[config.mk]
export PLATFORM = sky130hd
export DESIGN_NAME = pixel_prefetch_fifo
export DESIGN_NICKNAME = d
export VERILOG_FILES = /design/src/rtl/pixel_prefetch_fifo.sv
export SDC_FILE = /design/constraint.sdc
export NUM_CORES = 1
export LEC_CHECK = 0
export CORE_ASPECT_RATIO = 0.6
export CORE_MARGIN = 10
export CORE_UTILIZATION = 60
export DETAILED_ROUTE_END_ITERATION = 10
export HOLD_SLACK_MARGIN = 0.08
export PLACE_DENSITY = 0.8
export SYNTH_ARGS = -nofsm -noshare
export SYNTH_HDL_FRONTEND = slang
export SYNTH_SLANG_ARGS = --single-unit
[constraint.sdc]
create_clock -name clk_pixel -period 4.1 [get_ports clk_pixel]
set_input_delay 0.615 -clock clk_pixel [delete_from_list [all_inputs] [get_ports clk_pixel]]
set_output_delay 0.615 -clock clk_pixel [all_outputs]
set_load 0.02 [all_outputs]
[src/rtl/pixel_prefetch_fifo.sv]
// Show-ahead RGB888 pixel FIFO feeding the VGA timing generator; flushes on vsync rise
// and resyncs on the next SOF word. Optional macro: PIXEL_FIFO_UNDERFLOW_COUNT_EN.
module pixel_prefetch_fifo #(
   parameter int C_DEPTH_LOG2 = 4,
   parameter int C_LOW_WATER  = 8
) (
   input  logic                    clk_pixel,
   input  logic                    rst,
   input  logic                    in_valid,
   output logic                    in_ready,
   input  logic [23:0]             in_data,
   input  logic                    in_sof,
   input  logic                    fetch_next,
   input  logic                    vga_vsync,
   output logic [7:0]              r_o,
   output logic [7:0]              g_o,
   output logic [7:0]              b_o,
   output logic [C_DEPTH_LOG2:0]   level,
   output logic                    req_fill,
   output logic                    underflow,
   output logic [15:0]             underflow_count
);

   localparam int DEPTH = 1 << C_DEPTH_LOG2;
   localparam int LW    = C_DEPTH_LOG2 + 1;

   typedef enum logic {SYNC, RUN} state_t;

   state_t                  state, state_nxt;
   logic [23:0]             mem [DEPTH];
   logic [C_DEPTH_LOG2-1:0] wr_ptr, rd_ptr, wr_addr;
   logic [LW-1:0]           level_q;
   logic                    vsync_d;
   logic                    flush, full, empty;
   logic                    wr_acc, wr_en, rd_en, uf_evt;
   logic                    underflow_q;
   logic [23:0]             head;

   assign full   = (level_q == LW'(DEPTH));
   assign empty  = (level_q == '0);
   assign flush  = vga_vsync && !vsync_d;
   assign wr_acc = in_valid && in_ready;

   // Outside RUN (or in the flush cycle) only an SOF word is stored; others are drained.
   assign wr_en   = wr_acc && ((state == RUN && !flush) || in_sof);
   assign rd_en   = fetch_next && !empty && !flush;
   assign uf_evt  = fetch_next && empty && !flush;
   assign wr_addr = flush ? '0 : wr_ptr;

   always_ff @(posedge clk_pixel or negedge rst) begin
      if (!rst) vsync_d <= 1'b0;
      else      vsync_d <= vga_vsync;
   end

   always_ff @(posedge clk_pixel) begin
      if (wr_en) mem[wr_addr] <= in_data;
   end

   always_ff @(posedge clk_pixel or negedge rst) begin
      if (!rst) begin
         wr_ptr  <= '0;
         rd_ptr  <= '0;
         level_q <= '0;
      end else if (flush) begin
         wr_ptr  <= wr_en ? C_DEPTH_LOG2'(1) : '0;
         rd_ptr  <= '0;
         level_q <= wr_en ? LW'(1) : '0;
      end else begin
         if (wr_en) wr_ptr <= wr_ptr + 1'b1;
         if (rd_en) rd_ptr <= rd_ptr + 1'b1;
         case ({wr_en, rd_en})
            2'b10:   level_q <= level_q + 1'b1;
            2'b01:   level_q <= level_q - 1'b1;
            default: level_q <= level_q;
         endcase
      end
   end

   // FSM: state register
   always_ff @(posedge clk_pixel or negedge rst) begin
      if (!rst) state <= SYNC;
      else      state <= state_nxt;
   end

   // FSM: next state
   always_comb begin
      state_nxt = state;
      if (flush)                      state_nxt = wr_en ? RUN : SYNC;
      else if (state == SYNC && wr_en) state_nxt = RUN;
   end

   // FSM: outputs
   always_comb begin
      in_ready = 1'b1;
      req_fill = 1'b1;
      if (state == RUN) begin
         in_ready = !full;
         req_fill = (level_q <= LW'(C_LOW_WATER));
      end
   end

   always_ff @(posedge clk_pixel or negedge rst) begin
      if (!rst)        underflow_q <= 1'b0;
      else if (uf_evt) underflow_q <= 1'b1;
   end

`ifdef PIXEL_FIFO_UNDERFLOW_COUNT_EN
   logic [15:0] uf_cnt;
   always_ff @(posedge clk_pixel or negedge rst) begin
      if (!rst)                             uf_cnt <= '0;
      else if (uf_evt && uf_cnt != 16'hFFFF) uf_cnt <= uf_cnt + 16'd1;
   end
   assign underflow_count = uf_cnt;
`else
   assign underflow_count = 16'h0000;
`endif

   assign head      = empty ? 24'h000000 : mem[rd_ptr];
   assign r_o       = head[23:16];
   assign g_o       = head[15:8];
   assign b_o       = head[7:0];
   assign level     = level_q;
   assign underflow = underflow_q;

endmodule

**Run 1: cell outlines without signal wires**

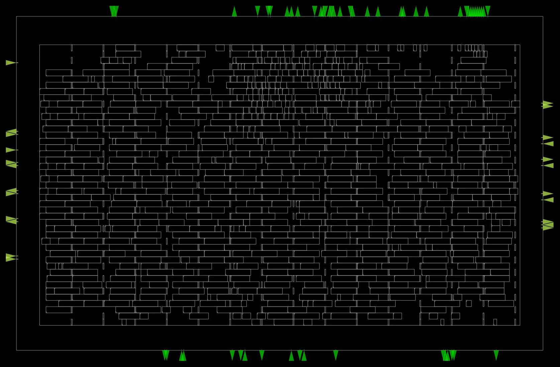
fill count: 1488
Tapcells: 352
Finished Core Util: 70.6%
row count: 45

**Run 1: wiring by layer**

Scale: 1.5 px per um. Only two layers are drawn.
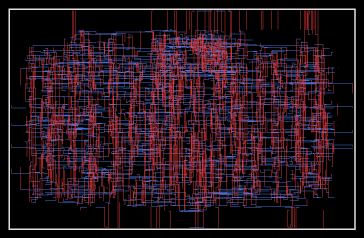
blue -> M1  # wire length 12900 um
red -> M2  # wire length 16800 um
total track usage: 19.6%
total routed wirelength: 32700 um
average wire per standard cell: 27.6 um

**Run 1: register map, names as in the netlist**

Scale: 2 px per um.
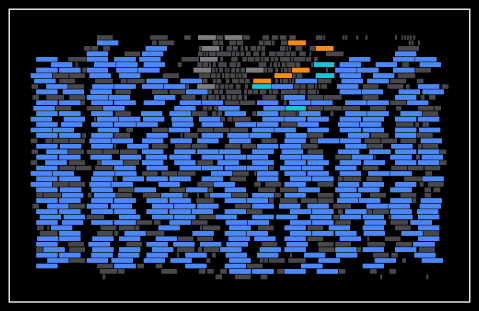
cyan -> `rd_ptr`  # placed flops 4
blue -> `mem`  # placed flops 384
orange -> `level`  # placed flops 5
sequential cell area share: 66.0%
Seq power: 4.96 mW
sequential standard cell area: 0.0119 mm2

**Run 1: placement by cell class**

Scale: 1 px per um.
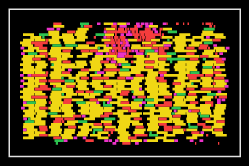
yellow -> registers  # cells 400
magenta -> remaining buffers and delay cells  # cells 97
red -> remaining logic cells  # cells 273
green -> clock drivers and dummy loads  # cells 61
Finished Cell Area: 0.0181 mm2
core area: 0.0256 mm2

run 1: registers in the layout (all words and copies together) (netlist names):
signal,count
wr_ptr,4
vsync_d,1
mem,384
state,1
underflow,1
rd_ptr,4
level,5
run 1: area by class of cell:
cell class                 instances  area [um2]  share of cell area [%]
sequential                       400       11900                    66.0
multi-input combinational        270        3660                    20.3
clock buffer                      45         956                    5.29
timing repair buffer              97         956                    5.29
tap                              352         440                    2.44
clock inverter                    16         110                   0.609
inverter                           3        11.3                  0.0623
antenna                            1        2.50                  0.0138
run 1: cell families after synthesis:
logic type	synth area share (%)
other	0.0237
XOR/XNOR	0.547
multiplexers	17.2
buffers and inverters	1.96
adder cells (fa/ha/maj)	0.317
AND-OR/OR-AND	1.23
flip-flops	75.6
AND/OR/NAND/NOR	3.12
run 1: worst max-delay path, stage by stage, from the launching register on:
cell and delay, ns:
dfrtp_4 0.52, buf_4 0.34, mux4_2 0.57, mux4_2 0.49, nor2b_1 0.18, clkdlybuf4s50_1 0.57
run 1: power groups by stage:
stage | Clock [mW] | Sequential, mW | Combinational, mW
floorplan | 0 | 4.92 | 2.36
global placement | 0 | 5.02 | 3.37
detailed placement | 0 | 5.05 | 3.46
CTS | 3.16 | 4.96 | 3.49
global route | 3.32 | 4.99 | 3.66
finish | 3.11 | 4.96 | 3.44
run 1: cells in the final DEF (no fill, tap or decap), drive strengths merged, types with 7 or more instances in the layout:
cell	n
edfxtp	384
nor2	26
buf	36
conb	16
o21ai	7
nor2b	25
clkbuf	45
mux4	120
dfrtp	16
nand2	9
clkinv	12
nand3	9
clkdlybuf4s50	61
==> run_results.csv, run 1 <==
group,metric,value,unit
status,status,"finished, final reports clean",
setup_path,timing.rr.end,"level[4]$_DFFE_PN0P_",
final_timing,rsz0062_at_grt,"no",
cts,clock_latency,0.54,ns
job,warnings,26,
yosys,yosysMostFrequentCell,"edfxtp_1",
yosys,async_flop_share,4.00,%
die,initial_core_util,61.6,%
grt,grt_use_met3,3.73,%
final_timing,maxSlewHeadroom,34.6,%
die,die_w,229,um
yosys,flop_cell,"edfxtp_1",
place,pre_cts_ws,0.400,ns
final_timing,worst_slack,0.284,ns
cts,post_cts_resized,0,
place,port_buffers,61,
final_timing,tightest_slew,0.980,ns
drt,drt_iter0_drc,925,
final_timing,fin_crit,3.82,ns
cts,clock_path_buffers,3,
yosys,syn_area,0.0158,mm2
yosys,edf_count,384,
setup_path,crit_end,"g_o[3]",
pwr,pwr-share-seq,43.1,%
setup_path,reg2reg_depth,10,
setup_path,worstPathArrival,3.20,ns
pwr,design_power_total,11.5,mW
yosys,synth-seq-cells,400,
yosys,ys_cells,712,
drt,drc,0,
layout,fin_cells,1184,
final_timing,finalClockSkew,0.0236,ns
yosys,synthTopCellsByCount,"384 x edfxtp_1, 120 x mux4_2, 26 x nor2_1",
cts,hold_buffers,0,
layout,syn_to_final_growth,14.5,%
pwr,power_density,637,mW/mm2
cts,cts_setup_buffers,0,
drt,drt_pass1_iterations,5,
cts,cts_tree,"built",
drt,vias,7463,
pwr,intPower,8.24,mW
min_path,hold_path_depth,1,
place,place_inst,1122,
yosys,synth_warnings,0,
setup_path,rrSetupSlack,0.43,ns
cts,cts-root-buf,"clkbuf_16",
cts,clk_pin_slew,0.07,ns
grt,grt_max_degree,50,
drt,viasPerCell,6.30,
yosys,synth.largest_area_cell,"edfxtp_1",
min_path,hold_path.class,"flip-flop to flip-flop",
final_timing,finalHoldViolCount,0,
setup_path,cp_data_required_time,3.48,ns
yosys,synth_cells,712,
final_timing,setup_tns,0,ns
setup_path,crit_type,"flip-flop to output port",
layout,nets,842,
grt,met2_usage,33.2,%
grt,overflow,0,
cts,numCtsBuffers,36,
cts,htree_levels,2,
die,io_pins,78,
grt,grt_pass1_vias,7900,
cts,cts.sinks,400,
yosys,synth.distinct_cells,46,
grt,grt_pass1_wl,49400,um
place,dp_hpwl,18500,um
setup_path,cp-startpoint,"rd_ptr[0]$_DFFE_PN0P_",
final_timing,setup_viol,0,
min_path,min_to,"underflow$_DFFE_PN0P_",
drt,ant_nets,0,
yosys,top_cells_by_area,"edfxtp_1 73%, mux4_2 17%, dfrtp_1 2.5%, nor2b_1 0.99%, buf_4 0.81%",
pwr,ir_worst_vdd,504,uV
yosys,synth_top_area_share,73.0,%
yosys,ys_area,0.0158,mm2
grt,grtUsageMet1,25.8,%
min_path,worstHoldStart,"underflow$_DFFE_PN0P_",
final_timing,whs,0.498,ns
job,max-cap-violations,0,
die,die_area,0.0334,mm2
final_timing,fin_crit_sh,93.1,%
place,gp_congestion,0.839,
==> run 1 -> run 2 <==
Settings changed: MAX_ROUTING_LAYER set to met4.
==> run 2 against run 1 <==
Net effect:
- clock power about the same
- first-iteration DRC count down 0.11%
- global-route usage up 0.61 points
- critical endpoint unchanged
- largest cell class unchanged
- largest power group unchanged
==> run_results.csv, run 2 <==
group,metric,value,unit
final_timing,setup_viol,0,
yosys,yosysMostFrequentCell,"edfxtp_1",
drt,drc,0,
yosys,synth-compound-area-share,1.23,%
drt,ant_nets,0,
yosys,topCombFamilyByArea,"multiplexers",
yosys,ys_cells,712,
layout,final_cell_mix,"384 x edfxtp_1, 120 x mux4_2, 61 x clkdlybuf4s50_1, 37 x clkbuf_16, 30 x buf_4",
layout,largest_register,"mem",
yosys,synthTopCellsByCount,"384 x edfxtp_1, 120 x mux4_2, 26 x nor2_1",
min_path,hold_path.class,"flip-flop to flip-flop",
yosys,flop_cell,"edfxtp_1",
setup_path,cp-startpoint,"rd_ptr[0]$_DFFE_PN0P_",
yosys,synth_cells,712,
cts,cts_tree,"built",
setup_path,crit_type,"flip-flop to output port",
final_timing,finalHoldViolCount,0,
final_timing,finalClockSkew,0.0233,ns
yosys,synthXorXnorAreaFrac,0.547,%
setup_path,worstPathArrival,3.20,ns
layout,fin_util,70.6,%
yosys,async_flop_share,4.00,%
cts,post_cts_resized,0,
yosys,synth_warnings,0,
die,die_area,0.0334,mm2
yosys,mux_area_share,17.2,%
pwr,ir_worst_vdd,503,uV
layout,largest_reg_flops,384,
final_timing,setup_tns,0,ns
final_timing,rsz0062_at_grt,"no",
yosys,synth_top_area_share,73.0,%
final_timing,maxSlewHeadroom,31.4,%
status,status,"finished, final reports clean",
layout,fin_cells,1184,
yosys,edf_count,384,
cts,clock_path_buffers,3,
setup_path,crit_top_cell,"mux4_2",
layout,lay_top_count,"edfxtp_1",
die,io_pins,78,
die,num_rows,45,
pwr,power_density,636,mW/mm2
cts,numCtsBuffers,36,
layout,syn_to_final_growth,14.5,%
drt,drt_iter0_drc,924,
yosys,simple_gate_area_share,3.12,%
layout,design_area,0.0181,mm2
yosys,adder_share,0.317,%
grt,grt_pass1_vias,7874,
job,warnings,26,
yosys,synth-seq-cells,400,
setup_path,slowest_stage,"mux4_2",
cts,htree_levels,2,
grt,overflow,0,
job,max-cap-violations,0,
min_path,hold_path_depth,1,
setup_path,cp_data_required_time,3.48,ns
yosys,synth.largest_area_cell,"edfxtp_1",
min_path,worstHoldStart,"underflow$_DFFE_PN0P_",
yosys,syn_area,0.0158,mm2
cts,cts-root-buf,"clkbuf_16",
grt,grtUsageTotal,20.3,%
die,coreArea,0.0256,mm2
setup_path,crit_chain,"buf_4 > mux4_2 > mux4_2 > nor2b_1 > clkdlybuf4s50_1",
cts,hold_buffers,0,
setup_path,max_stage_delay,0.57,ns
cts,cts.sinks,400,
final_timing,tightest_slew,1.03,ns
place,gp_congestion,0.850,
yosys,synth.distinct_cells,46,
place,dp_hpwl,18500,um
place,port_buffers,61,
setup_path,reg2reg_depth,10,
run 2: per-stage QoR:
stage | worst slack (ns) | power (mW)
2_1_floorplan | 0.632 | 7.28
3_3_place_gp | 0.614 | 8.39
3_5_place_dp | 0.400 | 8.51
4_1_cts | 0.234 | 11.6
5_1_grt | 0.187 | 12.0
6_report | 0.285 | 11.5
run 2: metal layers:
metal | up-vias | routed length, um | GRT usage [%]
met5 | - | 0 | -
met4 | 0 | 604 | 5.37
met3 | 59 | 2510 | 3.67
met2 | 345 | 16800 | 33.1
met1 | 3927 | 12800 | 25.9
li1 | 3146 | - | -
run 2: worst max-delay path: cells and delay by family, from the launching register on:
kind / cells / cell delay [ns]
and+or+nand+nor: 1 / 0.18
muxes: 2 / 1.06
buffers and inverters: 2 / 0.91
DFF: 1 / 0.52
run 2: path summary, 6_finish.rpt:
path	slack, ns	end
setup / recovery	0.29	g_o[3]
hold / removal	0.50	underflow$_DFFE_PN0P_
setup reg to reg	0.44	level[4]$_DFFE_PN0P_
hold reg to reg	0.50	underflow$_DFFE_PN0P_
max in group asynchronous	2.99	rd_ptr[0]$_DFFE_PN0P_
min in group asynchronous	0.53	level[3]$_DFFE_PN0P_
run 2: cell type report:
class | instances | area, um2
Clock inverter | 16 | 110
Inverter | 3 | 11.3
Antenna cell | 1 | 2.50
Clock buffer | 45 | 956
Tap cell | 352 | 440
Multi-Input combinational cell | 270 | 3660
Fill cell | 1488 | 7540
Sequential cell | 400 | 11900
Timing Repair Buffer | 97 | 956
run 2: where the power goes:
part,leakage [nW],switching [mW],internal (mW)
logic,1.52,1.64,1.79
registers,3.66,0.238,4.73
clock network,0.519,1.39,1.72
**Run 2: wiring by layer**

Scale: 1.5 px per um. Only two layers are drawn.
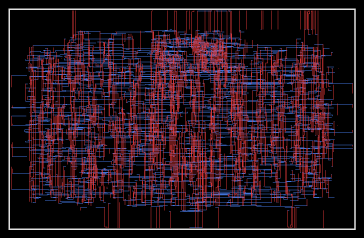
blue -> M1  # wire length 12800 um
red -> M2  # wire length 16800 um
total routed wirelength: 32700 um
vias: 7477
average wire per standard cell: 27.6 um

==> run 2 -> run 3 <==
Settings changed: ABC_CLOCK_PERIOD_IN_PS set to 4100, GPL_ROUTABILITY_DRIVEN set to 0.
==> run 3 against run 2 <==
Net effect:
- setup slack unchanged
- critical path type unchanged
- sequential cell count unchanged
- synthesized cell count unchanged
- largest cell class unchanged
- register-to-register slack about the same
==> run_results.csv, run 3 <==
group,metric,value,unit
cts,cts.sinks,400,
setup_path,crit_chain,"buf_4 > mux4_2 > mux4_2 > nor2b_1 > clkdlybuf4s50_1",
setup_path,reg2reg_depth,10,
drt,drt_pass1_iterations,5,
die,die_area,0.0334,mm2
grt,met2_usage,33.1,%
pwr,p_seq,4.97,mW
cts,clk_pin_slew,0.07,ns
setup_path,timing.rr.end,"level[4]$_DFFE_PN0P_",
final_timing,fin_crit,3.81,ns
yosys,synthTopCellsByCount,"384 x edfxtp_1, 120 x mux4_2, 26 x nor2_1",
cts,numCtsBuffers,36,
cts,hold_buffers,0,
yosys,yosysMostFrequentCell,"edfxtp_1",
drt,highest_layer,"met4",
pwr,pwr-share-seq,43.2,%
cts,cts_setup_buffers,0,
cts,htree_levels,2,
yosys,flop_cell,"edfxtp_1",
die,num_rows,45,
min_path,hold_path_depth,1,
min_path,min_to,"underflow$_DFFE_PN0P_",
layout,lay_top_count,"edfxtp_1",
pwr,switching_share,28.4,%
yosys,top_cells_by_area,"edfxtp_1 73%, mux4_2 17%, dfrtp_1 2.5%, nor2b_1 0.99%, buf_4 0.81%",
pwr,p_clk_share,27.0,%
grt,grt_pass1_wl,49400,um
place,dp_hpwl,18500,um
final_timing,finalClockSkew,0.0233,ns
setup_path,cp-startpoint,"rd_ptr[0]$_DFFE_PN0P_",
final_timing,setup_tns,0,ns
final_timing,worst_slack,0.285,ns
place,place_inst,1122,
grt,grt_max_degree,50,
min_path,worstHoldStart,"underflow$_DFFE_PN0P_",
min_path,hold_path.class,"flip-flop to flip-flop",
drt,ant_nets,0,
status,status,"finished, final reports clean",
setup_path,cp_top_family,"multiplexers",
[run 3: cell counts after synthesis]
Identical to the previous run, type by type.
[run 3: cell type report]
class | instances | area (um2)
repair buffers | 97 | 956
clock inverters | 16 | 110
flip-flops and latches | 400 | 11900
diodes | 1 | 2.50
multi-input cells | 270 | 3660
clock buffers | 45 | 956
inverters | 3 | 11.3
well taps | 352 | 440
fillers | 1488 | 7540
[run 3: logic make-up (layout without fill, tap and decap cells)]
kind of cell             Yosys count  after routing  share of synthesized area [%]
AND-OR/OR-AND                     26             26                           1.23
buffers and inverters             57            161                           1.96
AND/OR/NAND/NOR                   93             93                           3.12
other                              1             17                         0.0237
multiplexers                     122            122                           17.2
flip-flops                       400            400                           75.6
adder cells (fa/ha/maj)            4              4                          0.317
XOR/XNOR                           9              9                          0.547
[run 3: worst max-delay path by stage]
stage | to | slack, ns
3_5_place_dp | level[4]$_DFFE_PN0P_ | 0.40
3_3_place_gp | level[4]$_DFFE_PN0P_ | 0.61
6_report | g_o[3] | 0.29
4_1_cts | g_o[3] | 0.23
2_1_floorplan | mem[5][0]$_DFFE_PP_ | 0.63
5_1_grt | g_o[3] | 0.19
[run 3: worst register-to-register path, delay by kind of cell (launching register included)]
family          cells  cell delay (ns)
simple gates        4             1.58
fa+ha+maj           1             0.27
xor+xnor            1             0.12
flops               1             0.52
compound gates      4             1.06
[run 3: through the flow]
stage / util [%] / power (mW) / cell area, um2
3_3_place_gp: 66.4 / 8.39 / 17000
2_1_floorplan: - / 7.28 / 15800
5_1_grt: 70.6 / 12.0 / 18100
6_report: 70.6 / 11.5 / 18100
4_1_cts: 70.6 / 11.6 / 18100
3_5_place_dp: 66.4 / 8.51 / 17000
**Run 3: cell outlines without signal wires**

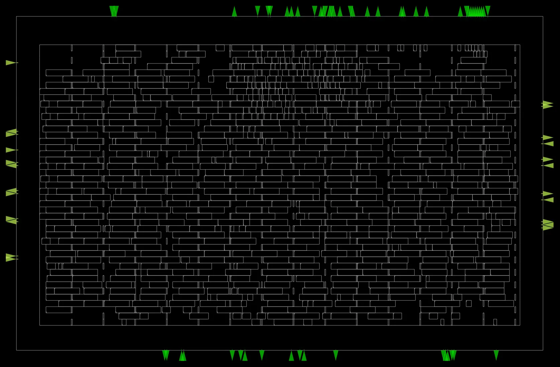
final std cells w/o fill: 1184
num sequential: 400

Power and IR drop assume default switching activity.
